==> config.mk <==
export PLATFORM = sky130hd
export DESIGN_NAME = freq_meter
export DESIGN_NICKNAME = d
export VERILOG_FILES = /design/src/rtl/scope_pkg.sv /design/src/rtl/schmitt_edge.sv /design/src/rtl/freq_meter.sv
export SDC_FILE = /design/constraint.sdc
export NUM_CORES = 1
export LEC_CHECK = 0
export CORE_UTILIZATION = 56
export DETAILED_ROUTE_END_ITERATION = 10
export PLACE_DENSITY = 0.86
export SLEW_MARGIN = 20
export SYNTH_ARGS = -nofsm -noshare
export SYNTH_HDL_FRONTEND = slang
export SYNTH_SLANG_ARGS = --single-unit
==> constraint.sdc <==
create_clock -name clock -period 3.7 [get_ports clock]
set_input_delay 0.74 -clock clock [delete_from_list [all_inputs] [get_ports clock]]
set_output_delay 0.74 -clock clock [all_outputs]
set_load 0.02 [all_outputs]
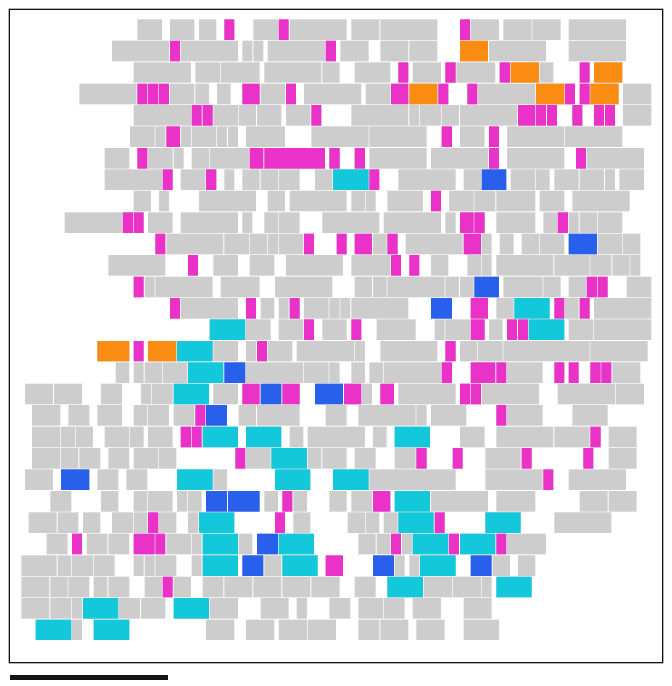
(images/gates.png)
The bar under the picture is 20 µm long.
| color | family | cells | most used |
|---|---|---|---|
| cyan | fa/ha/maj cells | 31 | ha_1 |
| magenta | nor cells | 110 | nor2_1 |
| blue | non-inverting ao/oa cells | 15 | a21o_1 |
| orange | mux cells | 8 | mux2i_1 |
Post-Layout Cell Count: 579
Comb/total area: 0.5177
Commonest Layout Cell: nor2_1

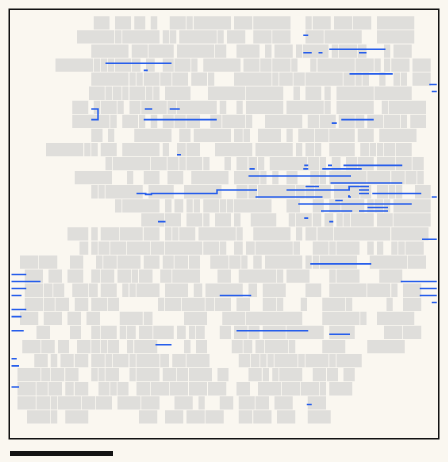
(images/m3.png)
The bar under the picture is 20 µm long. Cells faint in the background.
share of all routed wire: 3.6%
nets with wire on the layer: 42
longest straight run: 21.6 µm
wire length on this layer: 300 µm
vias: 3302
WL final: 8.438 mm
met3 usage: 0.03736

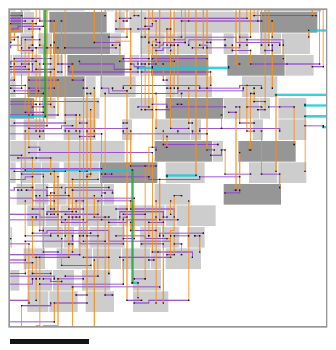
(images/closeup.png)
The bar under the picture is 10 µm long. Region (42, 1) to (82, 41) µm. Cells in gray, sequential cells in the stronger gray; small squares are vias.
| color | layer |
|---|---|
| cyan | M3 |
| purple | M1 |
| green | M4 |
| orange | M2 |
cells with their middle in the window: 98
sequential cells in the window: 12
most frequent: nor2_1 (20), dfxtp_1 (12), clkdlybuf4s50_1 (12)

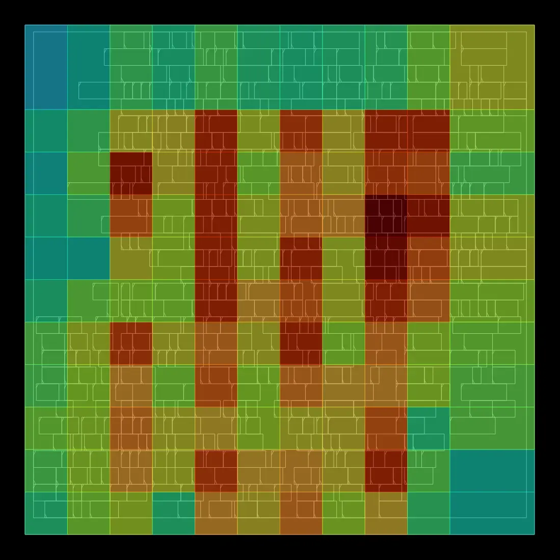
(images/congestion_map.png)
GRT Overall Usage: 0.2548
layer with the highest usage: met2
met1 usage: 0.3109
final core occ: 0.7124

==> Changelog: implementation <==
### Metrics

* Comb. cell area at 2328 µm²
* Yosys adder share at 0.1063
* DPL Wire Length at 6.058 mm
* Critical path's top delay family: simple AND/OR/NAND/NOR gates
* Gate Count Post-Synth at 438
* Run status: finished clean
* Placed cells at 563
* Crit. End Element: register
* Min Hold Slack at 0.4684 ns
* Fin nets at 555
* Leakage at 1.789 nW
* Die width at 82.73 µm
* Sequential power at 0.656 mW
* Max Clock Freq at 288.6 MHz
* Layout area overhead at 23.24%
* Clk pwr share at 0.446
* Startpoint Class: input pin
* Synth Net Count at 496
* Die H at 82.73 µm
* Dpl cell area at 4257 µm²
* Core ar. at 6314 µm²
* Seq share, synth at 0.3291
* CTS root buf: clkbuf_8
* Mapped Area at 3650 µm²
* Fin crit period at 3.465 ns
* # fillers at 469
* Met2 wire length at 4.136 mm
* Unrepaired setup endpoints after global routing: no
* # clock sinks at 60
* CTS clk-pin slew, worst paths at 0.07 ns
* CTS Hold Bufs at 0
* Number of logic gates at 351
* CTS tree: done
* Xor and xnor area share after synthesis at 0.1056
* Internal at 1.161 mW
* Register share of total power at 0.435
* Sw Share at 0.2295
* Inverter count at 7
* Tool Warnings at 29
* Synth Area in Simple Gates at 0.2849
* Worst Path Required at 3.98 ns
* Yosys cell count at 438
* Data buffer area share at 0.1374
* DR DRC count at 0
* Max power group: clock
* YS warnings at 0
* Comb pwr share at 0.119
* TritonCTS Buffers at 9
* Fin. Hold Viols at 0
* Max Cap Violations at 0
* Total power draw at 1.507 mW
* Port bufs at 42
* Clk power at 0.672 mW
* Resize count post-CTS at 0
* Area fraction in mux cells at 0.02228
* Io pins at 43
* Layout Skew at 0.01079 ns
* Yosys top cell by instances: nor2_1
* Largest fanout on the critical path at 11
* Worst-case reg-to-reg path depth at 8
* Chip Area, Yosys at 3650 µm²
* DP Worst Slack at -0.2304 ns
* Kind of critical path: in -> reg
* Mean post-synth cell area at 8.333 µm²
* Max-slew headroom at 0.4084
* Worst path depth at 12
* Max IR drop VDD at 0.0002897 V
* EDFF count, synth at 0
* Largest net degree at the start of global routing at 34
* Dominant comb cell: simple AND/OR/NAND/NOR gates
* Biggest Area Class: multi-input combinational cells
* Post-synth top cells: nor2_1 (91), dfxtp_1 (60), nand2_1 (35)
* Synth area leader: dfxtp_1
* CP arrival at 3.75 ns
* Ao+oa area frac at 0.1159
* Diodes inserted at 0
* H-Tree Depth at 3
* Seq Cell Count at 60
* CLK BUF at 13
* Max reg flops at 26
* WL met3 at 300 µm
* Layout cells sized above 1 at 0.1175
* Wire length per cell at 14.57 µm
* Distinct cells, synth at 51
* Clock Tree Buf Depth at 2
* PwrDens at 335.1 nW/µm²
* Via/cell ratio at 5.703
* Worst slew pin tran at 0.8807 ns
* Gr ovfl total at 0
* Cell area after layout at 4498 µm²
* Bufs and invs on worst path at 1
* Setup TNS at 0 ns
* Top-area cell share at 0.3291
* Routed Antenna Nets at 0
* Drt first pass iters at 4
* Max Slew Vio Count at 0
* Antenna violations before repair at 0
* Post-synth ARST share at 0
* Fraction of area in registers at 0.2670
* Largest stage delay, worst path at 0.52 ns
* Rows at 29
* Synth top area cells: dfxtp_1 (33%), ha_1 (11%), nor2_1 (9.4%)
* Post-CTS Setup Repair Bufs at 0
* Worst Hold Depth at 1
* Die area at 6844 µm²
* Psw at 0.3460 mW
* Number of DRC markers in iteration 0 at 185
* Final Cycle Share at 0.9366
* Reg2reg setup slack at 1.04 ns
* CP max-delay cell: or3_1
* Final-layout clock-cell area share at 0.05063
* Highest routed layer: met4
* Power in combinational cells at 0.179 mW
* Yosys reg bits at 60
* Most frequent logic cells in the routed design: nor2_1 (91), dfxtp_1 (60), clkdlybuf4s50_1 (41), nand2_1 (35), ha_1 (31)
* Register area at 1201 µm²
* Cell Chain, Critical Path: clkdlybuf4s50_1 > or3_1 > or2_2 > or3_1 > nand2_1 > ha_1 > a21o_1 > a21o_1 > a21oi_1 > o21ai_0 > o21ai_0 > a32o_1
* Clk_lat worst skew at 0.34 ns
* Core Util at FP at 0.5781
* Met1 WL at 3.762 mm
* Tap Count at 77
* Hold Crit Class: reg -> reg
* Non-CTS buffers at 68
* Setup-failing EPs final at 0
* Placer Congestion at 0.9207
* Grt met2 use at 0.4352
No activity file was given, so power comes from the tool's default toggle rates.
